--- src/rtl/nco_pkg.sv ---
// ============================================================================
// Module : nco_pkg
// Brief  : Shared constants, correction-word type and chip-counter step
//          function for the tracking-channel NCO.
// Rev    : 1.0  initial release
// ============================================================================
`default_nettype none

package nco_pkg;

    localparam int          c_acc_w      = 32;
    localparam int          c_out_w      = 3;
    localparam int          c_code_len   = 1023;
    localparam int          c_cnt_w      = 10;
    localparam logic [15:0] c_lfsr_seed  = 16'hACE1;
    // Feedback taps for x^16+x^14+x^13+x^11+1 (bits 15,13,12,10)
    localparam logic [15:0] c_lfsr_taps  = 16'hB400;

    typedef logic signed [c_acc_w-1:0] corr_word_t;

    // Next chip index after a forward or backward accumulator wrap.
    function automatic int unsigned chip_next(
        input int unsigned cnt,
        input logic        fwd,
        input logic        bwd,
        input int unsigned len
    );
        int unsigned nxt;
        nxt = cnt;
        if (fwd) begin
            nxt = (cnt == len - 1) ? 0 : cnt + 1;
        end else if (bwd) begin
            nxt = (cnt == 0) ? len - 1 : cnt - 1;
        end
        return nxt;
    endfunction

endpackage

`default_nettype wire

--- src/rtl/nco_dither_lfsr.sv ---
// ============================================================================
// Module : nco_dither_lfsr
// Brief  : 16-bit maximal-length Fibonacci LFSR used to dither the carrier
//          LUT index. Present only when NCO_DITHER_EN is defined.
// Rev    : 1.0  initial release
// ============================================================================
`default_nettype none

`ifdef NCO_DITHER_EN
module nco_dither_lfsr
    import nco_pkg::*;
(
    input  logic        clk,
    input  logic        rst,
    input  logic        adv_i,
    output logic [15:0] lfsr_o
);

    logic [15:0] lfsr_q;
    logic [15:0] lfsr_d;

    always_comb begin
        lfsr_d = {lfsr_q[14:0], ^(lfsr_q & c_lfsr_taps)};
    end

    always_ff @(posedge clk or posedge rst) begin
        if (rst) begin
            lfsr_q <= c_lfsr_seed;
        end else if (adv_i) begin
            lfsr_q <= lfsr_d;
        end
    end

    assign lfsr_o = lfsr_q;

endmodule
`endif

`default_nettype wire

--- src/rtl/nco_chan.sv ---
// ============================================================================
// Module : nco_chan
// Brief  : Tracking-channel NCO: phase accumulator with signed correction,
//          wrap detection and modulo-CODE_LEN chip counter with epoch strobe.
//          Define NCO_DITHER_EN to dither the phase_msb LUT index.
// Rev    : 1.0  initial release
// ============================================================================
`default_nettype none

module nco_chan
    import nco_pkg::*;
#(
    parameter int ACC_W    = c_acc_w,
    parameter int OUT_W    = c_out_w,
    parameter int CODE_LEN = c_code_len,
    parameter int CNT_W    = c_cnt_w
) (
    input  logic             clk,
    input  logic             rst,
    input  logic             en,
    input  logic             fcw_load,
    input  logic [ACC_W-1:0] fcw,
    input  logic             corr_valid,
    input  logic [ACC_W-1:0] correction,
    output logic             corr_ack,
    input  logic             sync_req,
    output logic [ACC_W-1:0] phase,
    output logic [OUT_W-1:0] phase_msb,
    output logic             wrap_fwd,
    output logic             wrap_bwd,
    output logic [CNT_W-1:0] chip_cnt,
    output logic             epoch
);

    logic [ACC_W-1:0] fcw_q;
    logic [ACC_W-1:0] corr_q;
    logic [ACC_W-1:0] phase_q;
    logic [ACC_W-1:0] phase_d;
    logic [CNT_W-1:0] chip_q;
    logic [CNT_W-1:0] chip_d;
    logic             corr_ack_q;
    logic             wrap_fwd_q;
    logic             wrap_bwd_q;
    logic             epoch_q;
    logic             epoch_d;

    logic [ACC_W:0]   w_step;
    logic [ACC_W:0]   w_sum;
    logic             w_step_neg;
    logic             w_step_zero;
    logic             w_fwd;
    logic             w_bwd;

    // Step is signed ACC_W+1: fcw zero-extended, correction sign-extended.
    always_comb begin
        w_step      = {1'b0, fcw_q} + {corr_q[ACC_W-1], corr_q};
        w_sum       = {1'b0, phase_q} + {1'b0, w_step[ACC_W-1:0]};
        w_step_neg  = w_step[ACC_W];
        w_step_zero = (w_step == '0);
        w_fwd       = en & ~sync_req & ~w_step_neg & ~w_step_zero & w_sum[ACC_W];
        w_bwd       = en & ~sync_req & w_step_neg & ~w_sum[ACC_W];

        phase_d = phase_q;
        chip_d  = chip_q;
        epoch_d = 1'b0;
        if (en) begin
            if (sync_req) begin
                phase_d = '0;
                chip_d  = '0;
            end else begin
                phase_d = w_sum[ACC_W-1:0];
                chip_d  = CNT_W'(chip_next(32'(chip_q), w_fwd, w_bwd,
                                           int'(CODE_LEN)));
                epoch_d = w_fwd && (chip_q == CNT_W'(CODE_LEN - 1));
            end
        end
    end

    always_ff @(posedge clk or posedge rst) begin
        if (rst) begin
            fcw_q      <= '0;
            corr_q     <= '0;
            phase_q    <= '0;
            chip_q     <= '0;
            corr_ack_q <= 1'b0;
            wrap_fwd_q <= 1'b0;
            wrap_bwd_q <= 1'b0;
            epoch_q    <= 1'b0;
        end else begin
            if (fcw_load) begin
                fcw_q <= fcw;
            end
            if (corr_valid) begin
                corr_q <= correction;
            end
            corr_ack_q <= corr_valid;
            phase_q    <= phase_d;
            chip_q     <= chip_d;
            wrap_fwd_q <= w_fwd;
            wrap_bwd_q <= w_bwd;
            epoch_q    <= epoch_d;
        end
    end

`ifdef NCO_DITHER_EN
    localparam int c_dith_raw = ACC_W - OUT_W - 4;
    localparam int c_dith_w   = (c_dith_raw > 16) ? 16 :
                                ((c_dith_raw < 1) ? 1 : c_dith_raw);

    logic [15:0]      w_lfsr;
    logic [ACC_W-1:0] w_dith_phase;
    logic [OUT_W-1:0] msb_q;

    nco_dither_lfsr u_lfsr (
        .clk    (clk),
        .rst    (rst),
        .adv_i  (en),
        .lfsr_o (w_lfsr)
    );

    // Dither only perturbs the LUT index; the true phase is never touched.
    assign w_dith_phase = phase_d + ACC_W'(w_lfsr[c_dith_w-1:0]);

    always_ff @(posedge clk or posedge rst) begin
        if (rst) begin
            msb_q <= '0;
        end else if (en) begin
            msb_q <= w_dith_phase[ACC_W-1 -: OUT_W];
        end
    end

    assign phase_msb = msb_q;
`else
    assign phase_msb = phase_q[ACC_W-1 -: OUT_W];
`endif

    assign phase    = phase_q;
    assign chip_cnt = chip_q;
    assign corr_ack = corr_ack_q;
    assign wrap_fwd = wrap_fwd_q;
    assign wrap_bwd = wrap_bwd_q;
    assign epoch    = epoch_q;

endmodule

`default_nettype wire

--- config.mk ---
export PLATFORM = sky130hd
export DESIGN_NAME = nco_chan
export DESIGN_NICKNAME = d
export VERILOG_FILES = /design/src/rtl/nco_pkg.sv /design/src/rtl/nco_dither_lfsr.sv /design/src/rtl/nco_chan.sv
export SDC_FILE = /design/constraint.sdc
export NUM_CORES = 1
export LEC_CHECK = 0
export ABC_AREA = 1
export CORE_MARGIN = 1.5
export CORE_UTILIZATION = 50
export CTS_BUF_LIST = sky130_fd_sc_hd__clkbuf_4
export CTS_CLUSTER_DIAMETER = 60
export DETAILED_ROUTE_END_ITERATION = 8
export PLACE_DENSITY_LB_ADDON = 0.12
export SYNTH_ARGS = -nofsm -noshare
export SYNTH_HDL_FRONTEND = slang
export SYNTH_SLANG_ARGS = --single-unit
--- constraint.sdc ---
create_clock -name clk -period 9 [get_ports clk]
set_clock_uncertainty 0.1 [all_clocks]
set_input_delay 2.25 -clock clk [delete_from_list [all_inputs] [get_ports clk]]
set_output_delay 2.25 -clock clk [all_outputs]
set_load 0.03 [all_outputs]
**Selected gate families**

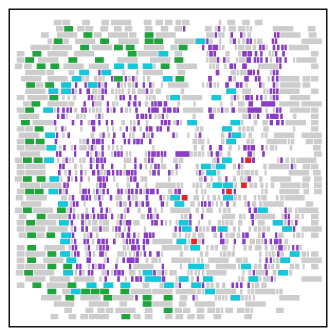
| color | family | cells | most used |
|---|---|---|---|
| green | multiplexers | 63 | mux2_2 |
| purple | NAND gates | 469 | nand2_1 |
| cyan | adder and majority cells | 69 | ha_1 |
| red | AND-OR and OR-AND gates | 5 | a21o_1 |

**Congestion heat map**

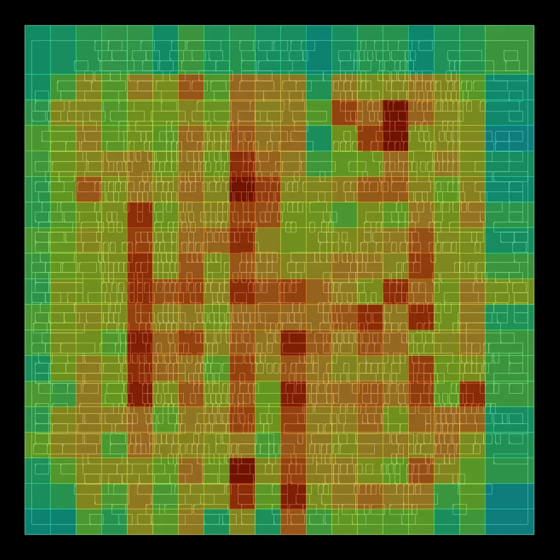
detail-routed net length per standard cell: 13.8 um
GRT met1 Usage: 0.353
GRT busiest layer: met2
met2 global-route usage: 0.417
Layout Utilization: 0.603

==> flow_summary_export.csv <==
group,metric,value,unit
run_status,status,"finished, final reports clean",
run,log.warning_count,28,
global_route,grt_pass1_vias,7950,
power_and_ir_drop,cellLeakagePower,0.00546,uW
final_timing,hold_ws,0.436,ns
yosys,largest_area_cell,"dfrtp_1",
floorplanning,core-area,17500,um2
critical_path,crit_type,"reg -> reg",
final_timing,grt_setup_unrepaired,"false",
yosys,mappedNetlistArea,9030,um2
final_timing,setup_total_negative_slack,0,ns
hold_path,hold_path_class,"reg -> reg",
clocking,cts_setup_buffers,0,
floorplanning,placement_rows,48,
yosys,ys_types,49,
route,drt-initial-drc-count,537,
finish,nets,1548,
yosys,synth_flop_type,"dfrtp_1",
critical_path,worstSetupStartpointType,"register",
yosys,yosys-mux-area-fraction,0.0786,
critical_path,critical_path.cell_chain,"ha_1, fa_1, nand2_1, nand3_1, nand3_1, nand2_2, xnor2_1, inv_1, ha_1, nand2_1, o21ai_0, inv_1, nand2_1, a21oi_1, o21ai_2, nand2_1, nand2_2, nand3_4, nand3_4, nand2_4, inv_2, nand2_1, nand2_1",
clocking,root_buffer,"clkbuf_4",
clocking,ctsLongestPathBuffers,2,
critical_path,cp_common_cell,"nand2_1",
yosys,ys_sh_simple,0.288,
final_timing,final_min_period_over_clock_period,0.499,
yosys,synthArstFlopShare,1.00,
power_and_ir_drop,vdd_ir_drop_max,0.000163,V
yosys,ys_sh_aoi,0.111,
critical_path,worst-path-buf-inv,3,
clocking,cts_resized,0,
yosys,synth-edff-count,0,
route,finalWirelength,22600,um
clocking,cts_inserted_buffers,9,
hold_path,min_delay_path_depth,1,
global_route,first_pass_grt_wire_length,37800,um
**Sequential cells colored by netlist name**

Other sequential cells in the stronger gray, the rest of the logic in the fainter gray.
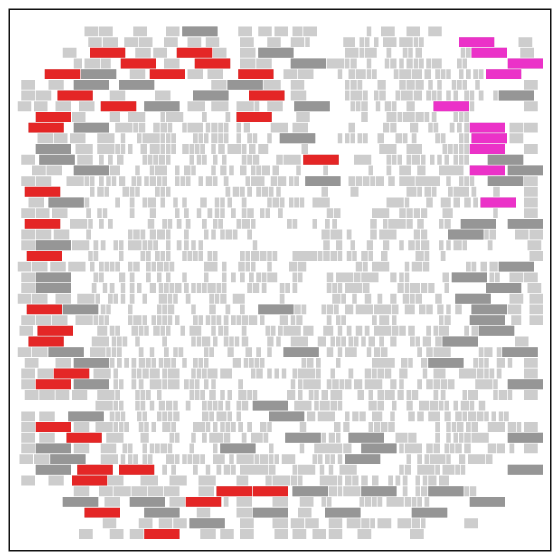
| color | name in the netlist | flops |
|---|---|---|
| magenta | chip_cnt | 10 |
| red | corr_q | 32 |

[report_power, final]
part           switching [uW]  total [uW]  internal, uW
sequential                126         728           602
clock                     189         252          63.1
combinational            1140        1810           665
[area by class of cell]
type | count | area [um2]
repair buffers | 122 | 1210
inverters | 223 | 840
clock buffers | 9 | 67.6
diodes | 1 | 2.50
well taps | 225 | 282
fillers | 1706 | 6940
multi-input cells | 943 | 5320
flip-flops and latches | 110 | 2750
clock inverters | 7 | 65.1
[sequential cells by signal, summed over array words and instances, names as in the netlist]
register / flops
wrap_bwd: 1
wrap_fwd: 1
chip_cnt: 10
fcw_q: 32
epoch: 1
phase: 32
corr_q: 32
corr_ack: 1
[cell usage after synthesis, types with 5 or more instances]
library cell / instances
a21o_1: 5
a21oi_1: 78
buf_1: 5
clkbuf_1: 11
dfrtp_1: 110
ha_1: 67
inv_1: 221
mux2_2: 63
nand2_1: 373
nand3_1: 60
nand4_1: 23
nor2_1: 114
nor3_1: 11
o21ai_0: 63
o22ai_1: 15
xor2_1: 14
[worst reg2reg max path, delay by kind of cell (launching register included)]
| kind | cells | cell delay (ns) |
|---|---|---|
| compound gates | 3 | 0.60 |
| xor+xnor | 1 | 0.31 |
| fa+ha+maj | 3 | 1.10 |
| buf+inv | 3 | 0.34 |
| flops | 1 | 0.43 |
| simple gates | 13 | 1.56 |
[metrics by stage]
stage / setup WS [ns] / cell area [um2] / cells
after floorplan: 3.75 / 9030 / 1299
after global placement: 4.14 / 10400 / 1623
after detailed placement: 4.06 / 10400 / 1623
after CTS: 4.58 / 10500 / 1639
after global routing: 4.16 / 10500 / 1640
final: 4.51 / 10500 / 1640
[per-layer routing]
| layer | share of wire | GRT usage |
|---|---|---|
| met1 | 0.48 | 0.353 |
| met2 | 0.46 | 0.417 |
| met3 | 0.043 | 0.0320 |
| met4 | 0.017 | 0.0713 |
| met5 | 0 | 0 |
[logic make-up after synthesis]
| kind of cell | count (synthesis) |
|---|---|
| flip-flops | 110 |
| AND-OR/OR-AND | 182 |
| adder cells (fa/ha/maj) | 69 |
| multiplexers | 63 |
| AND/OR/NAND/NOR | 614 |
| buffers and inverters | 246 |
| XOR/XNOR | 15 |
[path summary, 6_finish.rpt]
kind / end / slack (ns) / start
max in group asynchronous: phase[17] / 5.54 / rst
min in group asynchronous: fcw_q[10] / 2.01 / rst
max reg2reg: chip_cnt[4] / 4.51 / fcw_q[0]
min: corr_q[23] / 0.44 / corr_q[23]
max: chip_cnt[4] / 4.51 / fcw_q[0]
min reg2reg: corr_q[23] / 0.44 / corr_q[23]
